--- config.mk ---
export PLATFORM = sky130hd
export DESIGN_NAME = alu_sequencer_flat
export DESIGN_NICKNAME = d
export VERILOG_FILES = /design/src/rtl/alu_sequencer_if.sv /design/src/rtl/alu_sequencer.sv /design/src/flat_wrapper.sv
export SDC_FILE = /design/constraint.sdc
export NUM_CORES = 1
export LEC_CHECK = 0
export CAP_MARGIN = 20
export CORE_MARGIN = 1.5
export CORE_UTILIZATION = 52
export CTS_CLUSTER_DIAMETER = 120
export DETAILED_ROUTE_END_ITERATION = 10
export PLACE_DENSITY = 0.93
export SLEW_MARGIN = 20
export SYNTH_ARGS = -nofsm -noshare
export SYNTH_HDL_FRONTEND = slang
export SYNTH_SLANG_ARGS = --single-unit
--- constraint.sdc ---
create_clock -name i_clk -period 8.3 [get_ports i_clk]
set_clock_uncertainty 0.05 [all_clocks]
set_input_delay 0.83 -clock i_clk [delete_from_list [all_inputs] [get_ports i_clk]]
set_output_delay 0.83 -clock i_clk [all_outputs]
set_load 0.1 [all_outputs]
--- src/rtl/alu_sequencer_if.sv ---
// Request, alu_core and architectural-state signals of the ALU sequencer.
// The sequencer uses the slave view; decode plus alu_core form the master view.
interface alu_sequencer_if;
    logic        req_valid;
    logic        req_ready;
    logic [4:0]  req_opcode;
    logic [7:0]  req_op_a;
    logic [7:0]  req_op_b;
    logic        req_use_acc;
    logic        req_bit;
    logic        req_bit_mode;
    logic        req_wide;

    logic [4:0]  alu_opcode;
    logic [7:0]  alu_op_a;
    logic [7:0]  alu_op_b;
    logic        alu_cy;
    logic        alu_ac;
    logic        alu_bit;
    logic [7:0]  alu_res_lo;
    logic [7:0]  alu_res_hi;
    logic        alu_cy_o;
    logic        alu_ac_o;
    logic        alu_ov_o;

    logic [7:0]  acc_out;
    logic [7:0]  psw_out;
    logic [15:0] result16;
    logic        done;
    logic        err;

    modport slave (
        input  req_valid, req_opcode, req_op_a, req_op_b, req_use_acc,
               req_bit, req_bit_mode, req_wide,
               alu_res_lo, alu_res_hi, alu_cy_o, alu_ac_o, alu_ov_o,
        output req_ready, alu_opcode, alu_op_a, alu_op_b, alu_cy, alu_ac, alu_bit,
               acc_out, psw_out, result16, done, err
    );

    modport master (
        output req_valid, req_opcode, req_op_a, req_op_b, req_use_acc,
               req_bit, req_bit_mode, req_wide,
               alu_res_lo, alu_res_hi, alu_cy_o, alu_ac_o, alu_ov_o,
        input  req_ready, alu_opcode, alu_op_a, alu_op_b, alu_cy, alu_ac, alu_bit,
               acc_out, psw_out, result16, done, err
    );
endinterface

--- src/rtl/alu_sequencer.sv ---
// Issue/capture/commit controller for alu_core owning ACC, PSW and result16; done 3 cycles after accept.
// One request per 4 cycles: req_ready is high only in IDLE, so requests wait while an op is in flight.
module alu_sequencer (
    input  logic          i_clk,
    input  logic          i_rst,
    alu_sequencer_if.slave io_bus
);
    localparam logic [4:0] ALU_ADD  = 5'h01;
    localparam logic [4:0] ALU_ADDC = 5'h02;
    localparam logic [4:0] ALU_SUBB = 5'h03;
    localparam logic [4:0] ALU_INC  = 5'h04;
    localparam logic [4:0] ALU_DEC  = 5'h05;
    localparam logic [4:0] ALU_ANL  = 5'h06;
    localparam logic [4:0] ALU_ORL  = 5'h07;
    localparam logic [4:0] ALU_XRL  = 5'h08;

    typedef enum logic [1:0] {S_IDLE, S_ISSUE, S_CAPTURE, S_COMMIT} state_t;

    state_t      r_state, w_next;
    logic        w_accept;
    logic        r_ready;

    logic [4:0]  r_opcode;
    logic [7:0]  r_op_a, r_op_b;
    logic        r_bit, r_bit_mode, r_wide, r_cy_in, r_ac_in;

    logic [4:0]  r_alu_opcode;
    logic [7:0]  r_alu_op_a, r_alu_op_b;
    logic        r_alu_cy, r_alu_ac, r_alu_bit;

    logic [7:0]  r_res_lo, r_res_hi;
    logic        r_cy_o, r_ac_o, r_ov_o;

    logic [7:0]  r_acc;
    logic        r_cy, r_ac, r_ov;
    logic [15:0] r_result16;
    logic        r_done, r_err;

    logic        w_wr_acc, w_wr_flags, w_wr_cy, w_wr_r16, w_bad;

    always_comb begin
        w_next   = r_state;
        w_accept = 1'b0;
        case (r_state)
            S_IDLE: begin
                if (io_bus.req_valid && r_ready) begin
                    w_accept = 1'b1;
                    w_next   = S_ISSUE;
                end
            end
            S_ISSUE:   w_next = S_CAPTURE;
            S_CAPTURE: w_next = S_COMMIT;
            S_COMMIT:  w_next = S_IDLE;
            default:   w_next = S_IDLE;
        endcase
    end

    // Write-back decode of the latched request; bit_mode/wide only matter for their own opcodes.
    always_comb begin
        w_wr_acc   = 1'b0;
        w_wr_flags = 1'b0;
        w_wr_cy    = 1'b0;
        w_wr_r16   = 1'b0;
        w_bad      = 1'b0;
        case (r_opcode)
            ALU_ADD, ALU_ADDC, ALU_SUBB: begin
                w_wr_acc   = 1'b1;
                w_wr_flags = 1'b1;
            end
            ALU_DEC, ALU_XRL: w_wr_acc = 1'b1;
            ALU_ANL, ALU_ORL: begin
                if (r_bit_mode) w_wr_cy  = 1'b1;
                else            w_wr_acc = 1'b1;
            end
            ALU_INC: begin
                if (r_wide) w_wr_r16 = 1'b1;
                else        w_wr_acc = 1'b1;
            end
            default: w_bad = 1'b1;
        endcase
    end

    always_ff @(posedge i_clk or posedge i_rst) begin
        if (i_rst) begin
            r_state      <= S_IDLE;
            r_ready      <= 1'b0;
            r_opcode     <= 5'h00;
            r_op_a       <= 8'h00;
            r_op_b       <= 8'h00;
            r_bit        <= 1'b0;
            r_bit_mode   <= 1'b0;
            r_wide       <= 1'b0;
            r_cy_in      <= 1'b0;
            r_ac_in      <= 1'b0;
            r_alu_opcode <= 5'h00;
            r_alu_op_a   <= 8'h00;
            r_alu_op_b   <= 8'h00;
            r_alu_cy     <= 1'b0;
            r_alu_ac     <= 1'b0;
            r_alu_bit    <= 1'b0;
            r_res_lo     <= 8'h00;
            r_res_hi     <= 8'h00;
            r_cy_o       <= 1'b0;
            r_ac_o       <= 1'b0;
            r_ov_o       <= 1'b0;
            r_acc        <= 8'h00;
            r_cy         <= 1'b0;
            r_ac         <= 1'b0;
            r_ov         <= 1'b0;
            r_result16   <= 16'h0000;
            r_done       <= 1'b0;
            r_err        <= 1'b0;
        end else begin
            r_state <= w_next;
            // Registered so ready stays low for the first cycle after reset release.
            r_ready <= (w_next == S_IDLE);
            r_done  <= 1'b0;
            r_err   <= 1'b0;

            if (w_accept) begin
                r_opcode   <= io_bus.req_opcode;
                r_op_a     <= io_bus.req_use_acc ? r_acc : io_bus.req_op_a;
                r_op_b     <= io_bus.req_op_b;
                r_bit      <= io_bus.req_bit;
                r_bit_mode <= io_bus.req_bit_mode;
                r_wide     <= io_bus.req_wide;
                r_cy_in    <= r_cy;
                r_ac_in    <= r_ac;
            end

            if (r_state == S_ISSUE) begin
                r_alu_opcode <= r_opcode;
                r_alu_op_a   <= r_op_a;
                r_alu_op_b   <= r_op_b;
                r_alu_cy     <= r_cy_in;
                r_alu_ac     <= r_ac_in;
                r_alu_bit    <= r_bit;
            end

            if (r_state == S_CAPTURE) begin
                r_res_lo <= io_bus.alu_res_lo;
                r_res_hi <= io_bus.alu_res_hi;
                r_cy_o   <= io_bus.alu_cy_o;
                r_ac_o   <= io_bus.alu_ac_o;
                r_ov_o   <= io_bus.alu_ov_o;
            end

            if (r_state == S_COMMIT) begin
                r_done <= 1'b1;
                r_err  <= w_bad;
                if (w_wr_acc) r_acc <= r_res_lo;
                if (w_wr_flags) begin
                    r_cy <= r_cy_o;
                    r_ac <= r_ac_o;
                    r_ov <= r_ov_o;
                end
                if (w_wr_cy)  r_cy       <= r_cy_o;
                if (w_wr_r16) r_result16 <= {r_res_hi, r_res_lo};
            end
        end
    end

    assign io_bus.req_ready  = r_ready & ~i_rst;
    assign io_bus.alu_opcode = r_alu_opcode;
    assign io_bus.alu_op_a   = r_alu_op_a;
    assign io_bus.alu_op_b   = r_alu_op_b;
    assign io_bus.alu_cy     = r_alu_cy;
    assign io_bus.alu_ac     = r_alu_ac;
    assign io_bus.alu_bit    = r_alu_bit;
    assign io_bus.acc_out    = r_acc;
    assign io_bus.psw_out    = {r_cy, r_ac, 3'b000, r_ov, 1'b0, ^r_acc};
    assign io_bus.result16   = r_result16;
    assign io_bus.done       = r_done;
    assign io_bus.err        = r_err;
endmodule

--- src/flat_wrapper.sv ---
// flat-port wrapper written by rule: the top's interface ports become plain ports
module alu_sequencer_flat 
  (i_clk, i_rst, io_bus_req_valid, io_bus_req_opcode, io_bus_req_op_a, io_bus_req_op_b, io_bus_req_use_acc, io_bus_req_bit, io_bus_req_bit_mode, io_bus_req_wide, io_bus_alu_res_lo, io_bus_alu_res_hi, io_bus_alu_cy_o, io_bus_alu_ac_o, io_bus_alu_ov_o, io_bus_req_ready, io_bus_alu_opcode, io_bus_alu_op_a, io_bus_alu_op_b, io_bus_alu_cy, io_bus_alu_ac, io_bus_alu_bit, io_bus_acc_out, io_bus_psw_out, io_bus_result16, io_bus_done, io_bus_err);
  alu_sequencer_if io_bus_i ();
  input  logic i_clk;
  input  logic i_rst;
  input wire logic [$bits(io_bus_i.req_valid)-1:0] io_bus_req_valid;
  input wire logic [$bits(io_bus_i.req_opcode)-1:0] io_bus_req_opcode;
  input wire logic [$bits(io_bus_i.req_op_a)-1:0] io_bus_req_op_a;
  input wire logic [$bits(io_bus_i.req_op_b)-1:0] io_bus_req_op_b;
  input wire logic [$bits(io_bus_i.req_use_acc)-1:0] io_bus_req_use_acc;
  input wire logic [$bits(io_bus_i.req_bit)-1:0] io_bus_req_bit;
  input wire logic [$bits(io_bus_i.req_bit_mode)-1:0] io_bus_req_bit_mode;
  input wire logic [$bits(io_bus_i.req_wide)-1:0] io_bus_req_wide;
  input wire logic [$bits(io_bus_i.alu_res_lo)-1:0] io_bus_alu_res_lo;
  input wire logic [$bits(io_bus_i.alu_res_hi)-1:0] io_bus_alu_res_hi;
  input wire logic [$bits(io_bus_i.alu_cy_o)-1:0] io_bus_alu_cy_o;
  input wire logic [$bits(io_bus_i.alu_ac_o)-1:0] io_bus_alu_ac_o;
  input wire logic [$bits(io_bus_i.alu_ov_o)-1:0] io_bus_alu_ov_o;
  output wire logic [$bits(io_bus_i.req_ready)-1:0] io_bus_req_ready;
  output wire logic [$bits(io_bus_i.alu_opcode)-1:0] io_bus_alu_opcode;
  output wire logic [$bits(io_bus_i.alu_op_a)-1:0] io_bus_alu_op_a;
  output wire logic [$bits(io_bus_i.alu_op_b)-1:0] io_bus_alu_op_b;
  output wire logic [$bits(io_bus_i.alu_cy)-1:0] io_bus_alu_cy;
  output wire logic [$bits(io_bus_i.alu_ac)-1:0] io_bus_alu_ac;
  output wire logic [$bits(io_bus_i.alu_bit)-1:0] io_bus_alu_bit;
  output wire logic [$bits(io_bus_i.acc_out)-1:0] io_bus_acc_out;
  output wire logic [$bits(io_bus_i.psw_out)-1:0] io_bus_psw_out;
  output wire logic [$bits(io_bus_i.result16)-1:0] io_bus_result16;
  output wire logic [$bits(io_bus_i.done)-1:0] io_bus_done;
  output wire logic [$bits(io_bus_i.err)-1:0] io_bus_err;
  assign io_bus_i.req_valid = io_bus_req_valid;
  assign io_bus_i.req_opcode = io_bus_req_opcode;
  assign io_bus_i.req_op_a = io_bus_req_op_a;
  assign io_bus_i.req_op_b = io_bus_req_op_b;
  assign io_bus_i.req_use_acc = io_bus_req_use_acc;
  assign io_bus_i.req_bit = io_bus_req_bit;
  assign io_bus_i.req_bit_mode = io_bus_req_bit_mode;
  assign io_bus_i.req_wide = io_bus_req_wide;
  assign io_bus_i.alu_res_lo = io_bus_alu_res_lo;
  assign io_bus_i.alu_res_hi = io_bus_alu_res_hi;
  assign io_bus_i.alu_cy_o = io_bus_alu_cy_o;
  assign io_bus_i.alu_ac_o = io_bus_alu_ac_o;
  assign io_bus_i.alu_ov_o = io_bus_alu_ov_o;
  assign io_bus_req_ready = io_bus_i.req_ready;
  assign io_bus_alu_opcode = io_bus_i.alu_opcode;
  assign io_bus_alu_op_a = io_bus_i.alu_op_a;
  assign io_bus_alu_op_b = io_bus_i.alu_op_b;
  assign io_bus_alu_cy = io_bus_i.alu_cy;
  assign io_bus_alu_ac = io_bus_i.alu_ac;
  assign io_bus_alu_bit = io_bus_i.alu_bit;
  assign io_bus_acc_out = io_bus_i.acc_out;
  assign io_bus_psw_out = io_bus_i.psw_out;
  assign io_bus_result16 = io_bus_i.result16;
  assign io_bus_done = io_bus_i.done;
  assign io_bus_err = io_bus_i.err;
  alu_sequencer u_core (.i_clk(i_clk), .i_rst(i_rst), .io_bus(io_bus_i));
endmodule
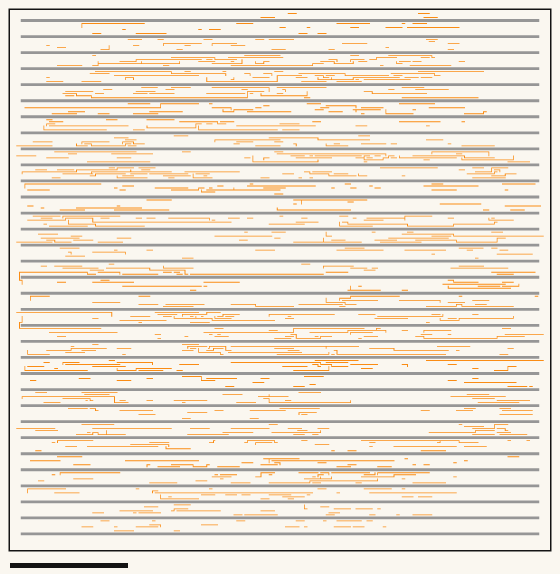
(images/m1.png)
The bar under the picture is 20 um long. Supply wires on this layer in gray.
The longest straight run is 26.7 um. The wires run mostly horizontal. The layer holds 43% of the routed length. The layer carries 3250 um of wire.
vias: 2338
GRT met1 Usage: 24.58%
Total Wirelength: 7517 um

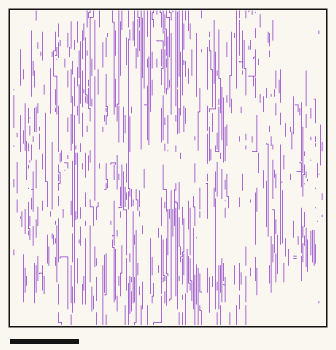
(images/m2.png)
The bar under the picture is 20 um long.
The wires run mostly vertical. The layer carries 3870 um of wire. 375 nets have wire on it. The layer holds 52% of the routed length.
met2 Track Usage GR: 32.52%

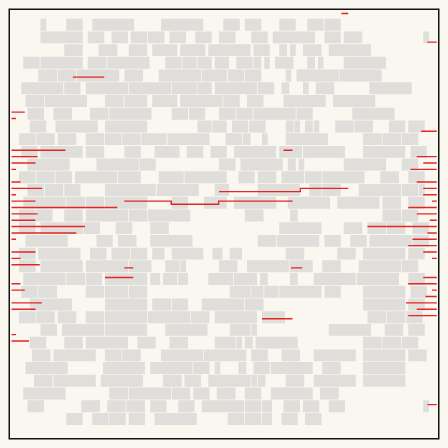
(images/m3.png)
The layer holds 4.2% of the routed length. The layer carries 319 um of wire. 54 nets have wire on it. The longest straight run is 22.3 um. The wires run mostly horizontal.
GR Layer Usage met3: 3.601%

==> cell usage in the layout (no fill, tap or decap), drive strengths merged, types with 7 or more instances in the layout <==
cell type | synthesis | layout
clkdlybuf4s50 | 0 | 101
mux2 | 88 | 88
mux2i | 8 | 8
o21ai | 8 | 8
xnor2 | 7 | 7
dfrtp | 101 | 101
clkbuf | 7 | 10
nand2 | 8 | 8
==> worst register-to-register path, cell delays in order (launching register included) <==
cell and delay, ns:
dfrtp_1 0.41, inv_1 0.08, ha_1 0.23, nand3_1 0.43, buf_4 0.38, mux2_2 0.37
==> cells by family after synthesis <==
group	synth area share [%]
fa+ha+maj	1.228
other cells	0.09199
buf+inv	3.008
simple gates	2.762
mux	27.01
compound gates	1.965
xor+xnor	1.934
flops	62.00
==> impl_metrics.ini <==
; yosys + openroad results
[setup_path]
critPathRequiredTime_ns = 7.42
crit_chain = clkdlybuf4s50_1 > nor2b_1 > clkdlybuf4s50_1
worstSetupEndpoint = io_bus_req_ready
r2r_setup_slack_ns = 6.23

[timing]
fin_ws_ns = 4.803
fmax_mhz = 286.0
min_period_ns = 3.497

[finish]
largest_register_ffs = 16
seq_cells = 101
clock_buffers = 10

[floorplan]
num_io_pins = 106
die_w_um = 91.54
initial_core_util_pct = 53.30
taps = 102
core_area_mm2 = 0.007647

[global_routing]
grt_max_degree = 53
grt_pass1_wl_um = 12480
grt_pass1_vias = 2537

[placement]
dpl.cell_count = 455
place.gp.congestion = 0.8284

[clock_tree]
clockBufferDepth = 2
cts_hold_buf = 0

[yosys]
syn_avg_cell_area_um2 = 15.38
netlist_area_mm2 = 0.004076

[min_path]
hold_end = u_core.r_op_a[0]$_DFFE_PP0P_
min_from = u_core.r_op_a[0]$_DFFE_PP0P_
min_delay_path_depth = 2

[routing]
post_drt_wl_per_cell_um = 16.06

[outcome]
status = finished clean
